`config.mk`:
```
export PLATFORM = sky130hd
export DESIGN_NAME = uart_tx_arbiter_flat
export DESIGN_NICKNAME = d
export VERILOG_FILES = /design/src/rtl/uart_pkg.sv /design/src/rtl/uart_tx_arbiter_if.sv /design/src/rtl/rr_arbiter.sv /design/src/rtl/uart_tx_arbiter.sv /design/src/flat_wrapper.sv
export SDC_FILE = /design/constraint.sdc
export NUM_CORES = 1
export LEC_CHECK = 0
export CORE_AREA = 2 2 66 68
export CTS_BUF_LIST = sky130_fd_sc_hd__clkbuf_4
export DETAILED_ROUTE_END_ITERATION = 10
export DIE_AREA = 0 0 68 70
export GPL_TIMING_DRIVEN = 0
export PLACE_DENSITY = 0.76
export RECOVER_POWER = 50
export SLEW_MARGIN = 20
export SYNTH_ARGS = -nofsm -noshare
export SYNTH_HDL_FRONTEND = slang
export SYNTH_SLANG_ARGS = --single-unit
```
`constraint.sdc`:
```
create_clock -name clk -period 5.91 [get_ports clk]
set_input_delay 1.182 -clock clk [delete_from_list [all_inputs] [get_ports clk]]
set_output_delay 1.182 -clock clk [all_outputs]
set_load 0.01 [all_outputs]
```
`src/rtl/uart_pkg.sv`:
```
// Shared UART definitions: arbiter state encoding and frame-timing helpers
// used by the TX/RX blocks and the TX arbiter.
package uart_pkg;

  typedef enum logic [1:0] {
    IDLE,
    SEND,
    WAIT
  } state_t;

  function automatic int unsigned clks_per_bit(int unsigned clock_freq,
                                               int unsigned baud_rate);
    return clock_freq / baud_rate;
  endfunction

  // Parity is passed as its packed string ("NONE", "ODD", "EVEN").
  function automatic int unsigned frame_bits(int unsigned data_bits,
                                             logic [31:0] parity,
                                             int unsigned stop_bits);
    return 1 + data_bits + ((parity != "NONE") ? 1 : 0) + stop_bits;
  endfunction

endpackage

```
`src/rtl/uart_tx_arbiter_if.sv`:
```
// Byte-producer handshake plus the transmitter-side strobe/data pair.
interface uart_tx_arbiter_if #(
  parameter int unsigned NUM_REQ   = 4,
  parameter int unsigned DATA_BITS = 8
);

  logic [NUM_REQ-1:0]           req_valid;
  logic [NUM_REQ*DATA_BITS-1:0] req_data;
  logic [NUM_REQ-1:0]           req_ready;
  logic                         tx_data_valid;
  logic [DATA_BITS-1:0]         tx_data;

  modport master (
    output req_valid,
    output req_data,
    input  req_ready,
    input  tx_data_valid,
    input  tx_data
  );

  modport slave (
    input  req_valid,
    input  req_data,
    output req_ready,
    output tx_data_valid,
    output tx_data
  );

endinterface

```
`src/rtl/rr_arbiter.sv`:
```
// Combinational round-robin picker: first asserted request at or after ptr,
// wrapping modulo N.
module rr_arbiter #(
  parameter int unsigned N = 4
) (
  input  logic [N-1:0]         req,
  input  logic [$clog2(N)-1:0] ptr,
  output logic [N-1:0]         gnt,
  output logic [$clog2(N)-1:0] gnt_idx,
  output logic                 any
);

  localparam int unsigned IDX_W = $clog2(N);

  // Scan from the farthest offset down so the nearest hit is written last.
  always_comb begin
    gnt     = '0;
    gnt_idx = '0;
    any     = 1'b0;
    for (int unsigned k = 0; k < N; k++) begin
      int unsigned pos;
      pos = (32'(ptr) + (N - 1 - k)) % N;
      if (req[IDX_W'(pos)]) begin
        gnt_idx = IDX_W'(pos);
        any     = 1'b1;
      end
    end
    if (any) begin
      gnt[gnt_idx] = 1'b1;
    end
  end

endmodule

```
`src/rtl/uart_tx_arbiter.sv`:
```
// Round-robin sharing of one uart_tx between NUM_REQ byte producers; frames
// are timed internally since the transmitter has no busy output.
module uart_tx_arbiter
  import uart_pkg::*;
#(
  parameter int unsigned CLOCK_FREQ   = 50_000_000,
  parameter int unsigned BAUD_RATE    = 115_200,
  parameter int unsigned DATA_BITS    = 8,
  parameter logic [31:0] PARITY       = "NONE",
  parameter int unsigned STOP_BITS    = 1,
  parameter int unsigned NUM_REQ      = 4,
  parameter int unsigned GUARD_CYCLES = 2
) (
  input  logic                       clk,
  input  logic                       rst,
  input  logic                       en,
  uart_tx_arbiter_if.slave           bus,
  output logic                       busy,
  output logic [$clog2(NUM_REQ)-1:0] grant_id,
  output logic                       frame_done
);

  localparam int unsigned CLKS_PER_BIT = clks_per_bit(CLOCK_FREQ, BAUD_RATE);
  localparam int unsigned FRAME_BITS   = frame_bits(DATA_BITS, PARITY, STOP_BITS);
  localparam int unsigned HOLDOFF      = CLKS_PER_BIT * FRAME_BITS + GUARD_CYCLES;
  localparam int unsigned CNT_W        = $clog2(HOLDOFF + 1);
  localparam int unsigned ID_W         = $clog2(NUM_REQ);

  if (CLKS_PER_BIT < 2) begin : g_bad_baud
    $error("uart_tx_arbiter: CLOCK_FREQ/BAUD_RATE must be at least 2");
  end
  if (NUM_REQ < 2 || NUM_REQ > 8) begin : g_bad_num_req
    $error("uart_tx_arbiter: NUM_REQ must be in 2..8");
  end

  state_t               state;
  logic [CNT_W-1:0]     cnt;
  logic [ID_W-1:0]      ptr;
  logic                 tx_data_valid_q;
  logic [DATA_BITS-1:0] tx_data_q;

  logic [NUM_REQ-1:0]   arb_gnt;
  logic [ID_W-1:0]      arb_idx;
  logic                 arb_any;
  logic [DATA_BITS-1:0] sel_data;
  logic                 grant;

  rr_arbiter #(
    .N (NUM_REQ)
  ) u_rr_arbiter (
    .req     (bus.req_valid),
    .ptr     (ptr),
    .gnt     (arb_gnt),
    .gnt_idx (arb_idx),
    .any     (arb_any)
  );

  assign grant = (state == IDLE) && en && arb_any;

  always_comb begin
    bus.req_ready = grant ? arb_gnt : '0;
  end

  always_comb begin
    sel_data = '0;
    for (int unsigned i = 0; i < NUM_REQ; i++) begin
      if (arb_idx == ID_W'(i)) begin
        sel_data = bus.req_data[i*DATA_BITS +: DATA_BITS];
      end
    end
  end

  // frame_done and busy are registered one step early so they line up with
  // the final WAIT cycle and the state itself.
  always_ff @(posedge clk) begin
    if (rst) begin
      state           <= IDLE;
      cnt             <= '0;
      ptr             <= '0;
      tx_data_valid_q <= 1'b0;
      tx_data_q       <= '0;
      grant_id        <= '0;
      busy            <= 1'b0;
      frame_done      <= 1'b0;
    end else begin
      tx_data_valid_q <= 1'b0;
      frame_done      <= 1'b0;
      case (state)
        IDLE: begin
          if (grant) begin
            tx_data_q       <= sel_data;
            grant_id        <= arb_idx;
            ptr             <= (arb_idx == ID_W'(NUM_REQ - 1)) ? '0 : arb_idx + ID_W'(1);
            tx_data_valid_q <= 1'b1;
            busy            <= 1'b1;
            state           <= SEND;
          end
        end
        SEND: begin
          cnt   <= CNT_W'(HOLDOFF - 1);
          state <= WAIT;
        end
        WAIT: begin
          if (cnt == '0) begin
            busy  <= 1'b0;
            state <= IDLE;
          end else begin
            cnt        <= cnt - CNT_W'(1);
            frame_done <= (cnt == CNT_W'(1));
          end
        end
        default: begin
          busy  <= 1'b0;
          state <= IDLE;
        end
      endcase
    end
  end

  assign bus.tx_data_valid = tx_data_valid_q;
  assign bus.tx_data       = tx_data_q;

endmodule
```
`src/flat_wrapper.sv`:
```
// flat-port wrapper written by rule: the top's interface ports become plain ports
module uart_tx_arbiter_flat import uart_pkg::*;
#(
  parameter int unsigned CLOCK_FREQ   = 50_000_000,
  parameter int unsigned BAUD_RATE    = 115_200,
  parameter int unsigned DATA_BITS    = 8,
  parameter logic [31:0] PARITY       = "    ",
  parameter int unsigned STOP_BITS    = 1,
  parameter int unsigned NUM_REQ      = 4,
  parameter int unsigned GUARD_CYCLES = 2
)
  (clk, rst, en, busy, grant_id, frame_done, bus_req_valid, bus_req_data, bus_req_ready, bus_tx_data_valid, bus_tx_data);
  uart_tx_arbiter_if #(.NUM_REQ(NUM_REQ), .DATA_BITS(DATA_BITS)) bus_i ();
  input  logic clk;
  input  logic rst;
  input  logic en;
  output logic busy;
  output logic [$clog2(NUM_REQ)-1:0] grant_id;
  output logic frame_done;
  input wire logic [$bits(bus_i.req_valid)-1:0] bus_req_valid;
  input wire logic [$bits(bus_i.req_data)-1:0] bus_req_data;
  output wire logic [$bits(bus_i.req_ready)-1:0] bus_req_ready;
  output wire logic [$bits(bus_i.tx_data_valid)-1:0] bus_tx_data_valid;
  output wire logic [$bits(bus_i.tx_data)-1:0] bus_tx_data;
  assign bus_i.req_valid = bus_req_valid;
  assign bus_i.req_data = bus_req_data;
  assign bus_req_ready = bus_i.req_ready;
  assign bus_tx_data_valid = bus_i.tx_data_valid;
  assign bus_tx_data = bus_i.tx_data;
  uart_tx_arbiter #(.CLOCK_FREQ(CLOCK_FREQ), .BAUD_RATE(BAUD_RATE), .DATA_BITS(DATA_BITS), .PARITY(PARITY), .STOP_BITS(STOP_BITS), .NUM_REQ(NUM_REQ), .GUARD_CYCLES(GUARD_CYCLES)) u_core (.clk(clk), .rst(rst), .en(en), .bus(bus_i), .busy(busy), .grant_id(grant_id), .frame_done(frame_done));
endmodule
```
**Where the registers sit**

Bar = 20 um. Other sequential cells in the stronger grey, the rest of the logic in the fainter grey.
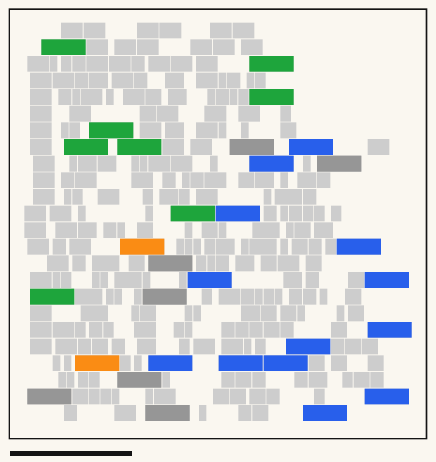
- u_core.bus.tx_data: green (flops 8)
- u_core.grant_id: orange (flops 2)
- u_core.cnt: blue (flops 13)
- not coloured: 7
Seq area share: 24.8%
Seq. pwr: 0.243 mW

**PDN straps and rails**

Bar = 20 um. Pins as bars on the die edge. Tap cells in grey.
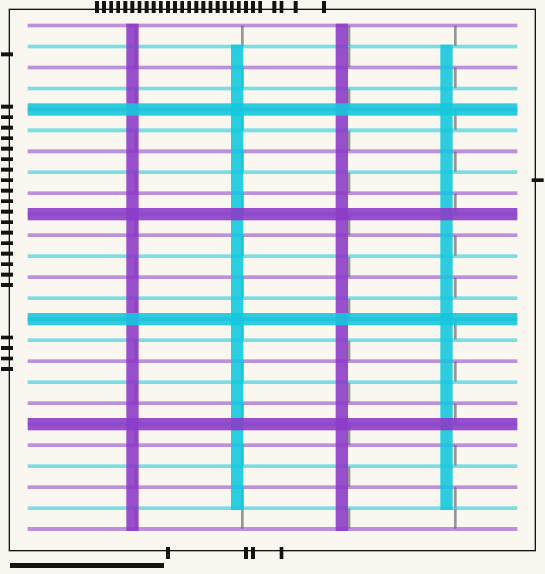
- VDD: cyan
- VSS: purple
- rows: 24
- tap cells: 52
die height: 70 um
Die W: 68 um
maximum VDD drop: 133 uV
Core Area: 4140 sq um

**Cell area per tile**

Bar = 20 um. 7 x 7 tiles, from white (low) to dark blue (high), 0 to 100% covered.
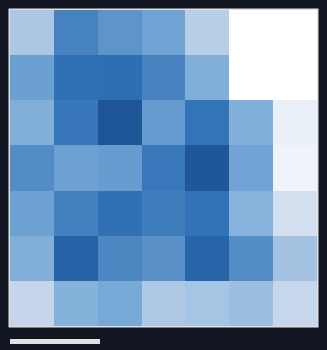
- tiles over 75% full: 8.2%
- mean over tiles: 49%
- nearly empty tiles: 8.2%

==> impl_metrics.yaml <==
# flow metrics
run_status:
  status: "complete, no violations"
sta:
  finalSetupViolCount: 0
  tightest_slew_ns: 1.10
  slew_violations: 0
  fin_hold_ws_ns: 0.467
  hold_viol: 0
  min_period_ns: 5.13
  fin_setup_tns_ns: 0
  rsz0062_at_grt: "no"
  max_freq_mhz: 195
  min_period_over_period_pct: 86.9
  clock_skew_ns: 0.0139
yosys:
  syn_inst: 217
  edf_count: 0
  ys_types: 39
  synthArstFlopShare_pct: 0
  postSynthSeqShare_pct: 33.9
  synth_warnings: 0
  synth_flops: 30
  top_area_cell: "dfxtp_1"
  yosysTopAreaCellShare_pct: 33.9
  synth_chip_area_sq_um: 1770
  fp_nets: 263
  syn_avg_cell_area_sq_um: 8.15
  top_cells_by_area: "dfxtp_1 34%, o311a_1 5.1%, a221oi_1 5.0%, ha_1 5.0%, nor2_1 4.2%"
  yosys_cells: 217
  flop_cell: "dfxtp_1"
  synth.most_common_cell: "dfxtp_1"
route:
  drt_wl_total_um: 4850
  avgRoutedWirePerCell_um: 14.7
  drc: 0
  vias_per_cell: 5.65
  drt_pass1_iterations: 4
  drt-initial-drc-count: 194
  num_vias: 1871
  drt.antenna.violating_nets: 0
power_and_ir_drop:
  switching_share_pct: 36.6
  p_switching_mw: 0.219
  p_per_area_nw_per_um2: 248
  pwr-share-clk_pct: 20.4
  power_leakage_nw: 0.925
  internal_power_mw: 0.381
  combinationalPowerShare_pct: 39.1
placed_design:
  dp.final_hpwl_um: 3580
  place.port_buffers: 54
  place_area_sq_um: 2370
  gp_congestion: 0.912
  dp_cells: 323
flow_run:
  warnings: 31
  cap_violations: 0
floorplanning:
  fp_util_pct: 42.7
  rows: 24
  dieArea_sq_um: 4760
  ios: 56
worst_setup_path:
  path_class: "in2out"
  path_max_fanout: 10
  critPathArrivalTime_ns: 3.95
  cp_data_required_time_ns: 4.73
layout:
  instances_no_fill: 331
  fillers: 377
  logic_area_sq_um: 1070
  area_growth_pct: 36.6
  diodes: 0
  design_area_sq_um: 2420
  nNetsFinal: 324
  drive_above_1_share_pct: 5.02
  seq_area_sq_um: 601
clocking:
  tritoncts: "built"
  cts.repair.resized: 0
  clock_sinks: 30
  post_cts_buffers: 0
  numCtsBuffers: 5
  ctsLongestPathBuffers: 2
  root_buffer: "clkbuf_4"
  insertion_delay_ns: 0.35
  postCtsHoldBufs: 0
  cts.reportedPaths.clkPinSlew_ns: 0.11
grt:
  grt_overflow_total: 0
  grt_pass1_wl_um: 7850
  grt_max_degree: 11
  grt_pass1_vias: 1679
  grt_usage_pct: 21.4
worst_hold_path:
  hold_class: "reg2reg"
worst max-delay path, cell delays in order:
cell	delay, ns
clkdlybuf4s50_1	0.50
mux2i_1	0.17
nor2_1	0.06
nor3_1	0.38
ha_1	0.21
clkbuf_1	0.33
buf_1	0.40
and2_1	0.19
clkdlybuf4s50_1	0.53
path summary, 6_finish.rpt:
path | start | end | slack (ns) | cells past startpoint
min reg2reg | u_core.grant_id[0] | u_core.grant_id[0] | 0.47 | 2
min | u_core.grant_id[0] | u_core.grant_id[0] | 0.47 | 2
max reg2reg | u_core.ptr[1] | u_core.bus.tx_data[2] | 3.23 | 10
max | bus_req_valid[0] | bus_req_ready[3] | 0.78 | 9
metal layers:
layer	global-route usage [%]	vias to the layer above	part of all wire, %
li1	-	941	-
met1	27.7	873	43
met2	34.1	51	50
met3	5.48	6	5.7
met4	7.33	0	1.4
met5	0	-	0
per-stage QoR:
| step | setup WS (ns) | utilization [%] |
|---|---|---|
| floorplan | 2.19 | - |
| global placement | 0.798 | 57.3 |
| detailed placement | 0.774 | 57.3 |
| CTS | 0.774 | 58.6 |
| global route | 0.566 | 58.3 |
| finish | 0.775 | 58.3 |
flip-flops by register name, summed over array words and instances, names as in the netlist:
signal,cells
u_core.frame_done,1
u_core.cnt,13
u_core.state,2
u_core.grant_id,2
u_core.busy,1
u_core.ptr,2
u_core.bus.tx_data,8
u_core.bus.tx_data_valid,1
cells in the final DEF, fill, tap and decap left out, types with 7 or more instances in the layout:
master and n:
clkdlybuf4s50_1 43, dfxtp_1 30, nor2_1 20, nand2_1 17, a21oi_1 12, nor2b_1 12, clkbuf_1 11, dlygate4sd3_1 11
nor3_1 10, or4_1 10, a221oi_1 10, o311a_1 9, inv_1 8, ha_1 7
kinds of logic after synthesis:
kind of cell / after synthesis / synth area share, %
AND/OR/NAND/NOR: 95 / 29.7
flip-flops: 30 / 33.9
adder cells (fa/ha/maj): 7 / 4.95
multiplexers: 3 / 1.70
buffers and inverters: 22 / 4.74
AND-OR/OR-AND: 60 / 25.0
power by group through the flow:
stage / Combinational [mW] / Sequential, mW / Clock (mW)
after floorplan: 0.152 / 0.247 / 0
after global placement: 0.237 / 0.246 / 0
after detailed placement: 0.240 / 0.247 / 0
after CTS: 0.241 / 0.243 / 0.126
after global routing: 0.262 / 0.245 / 0.135
final: 0.235 / 0.243 / 0.123
cell type report:
type	count	share of cell area (%)
clock inverter	3	0.673
tap	52	2.69
timing repair buffer	54	22.4
inverter	8	1.24
multi-input combinational	165	44.4
clock buffer	5	1.55
buffer	14	2.23
sequential	30	24.8
Power is estimated from default activity; no workload was simulated.
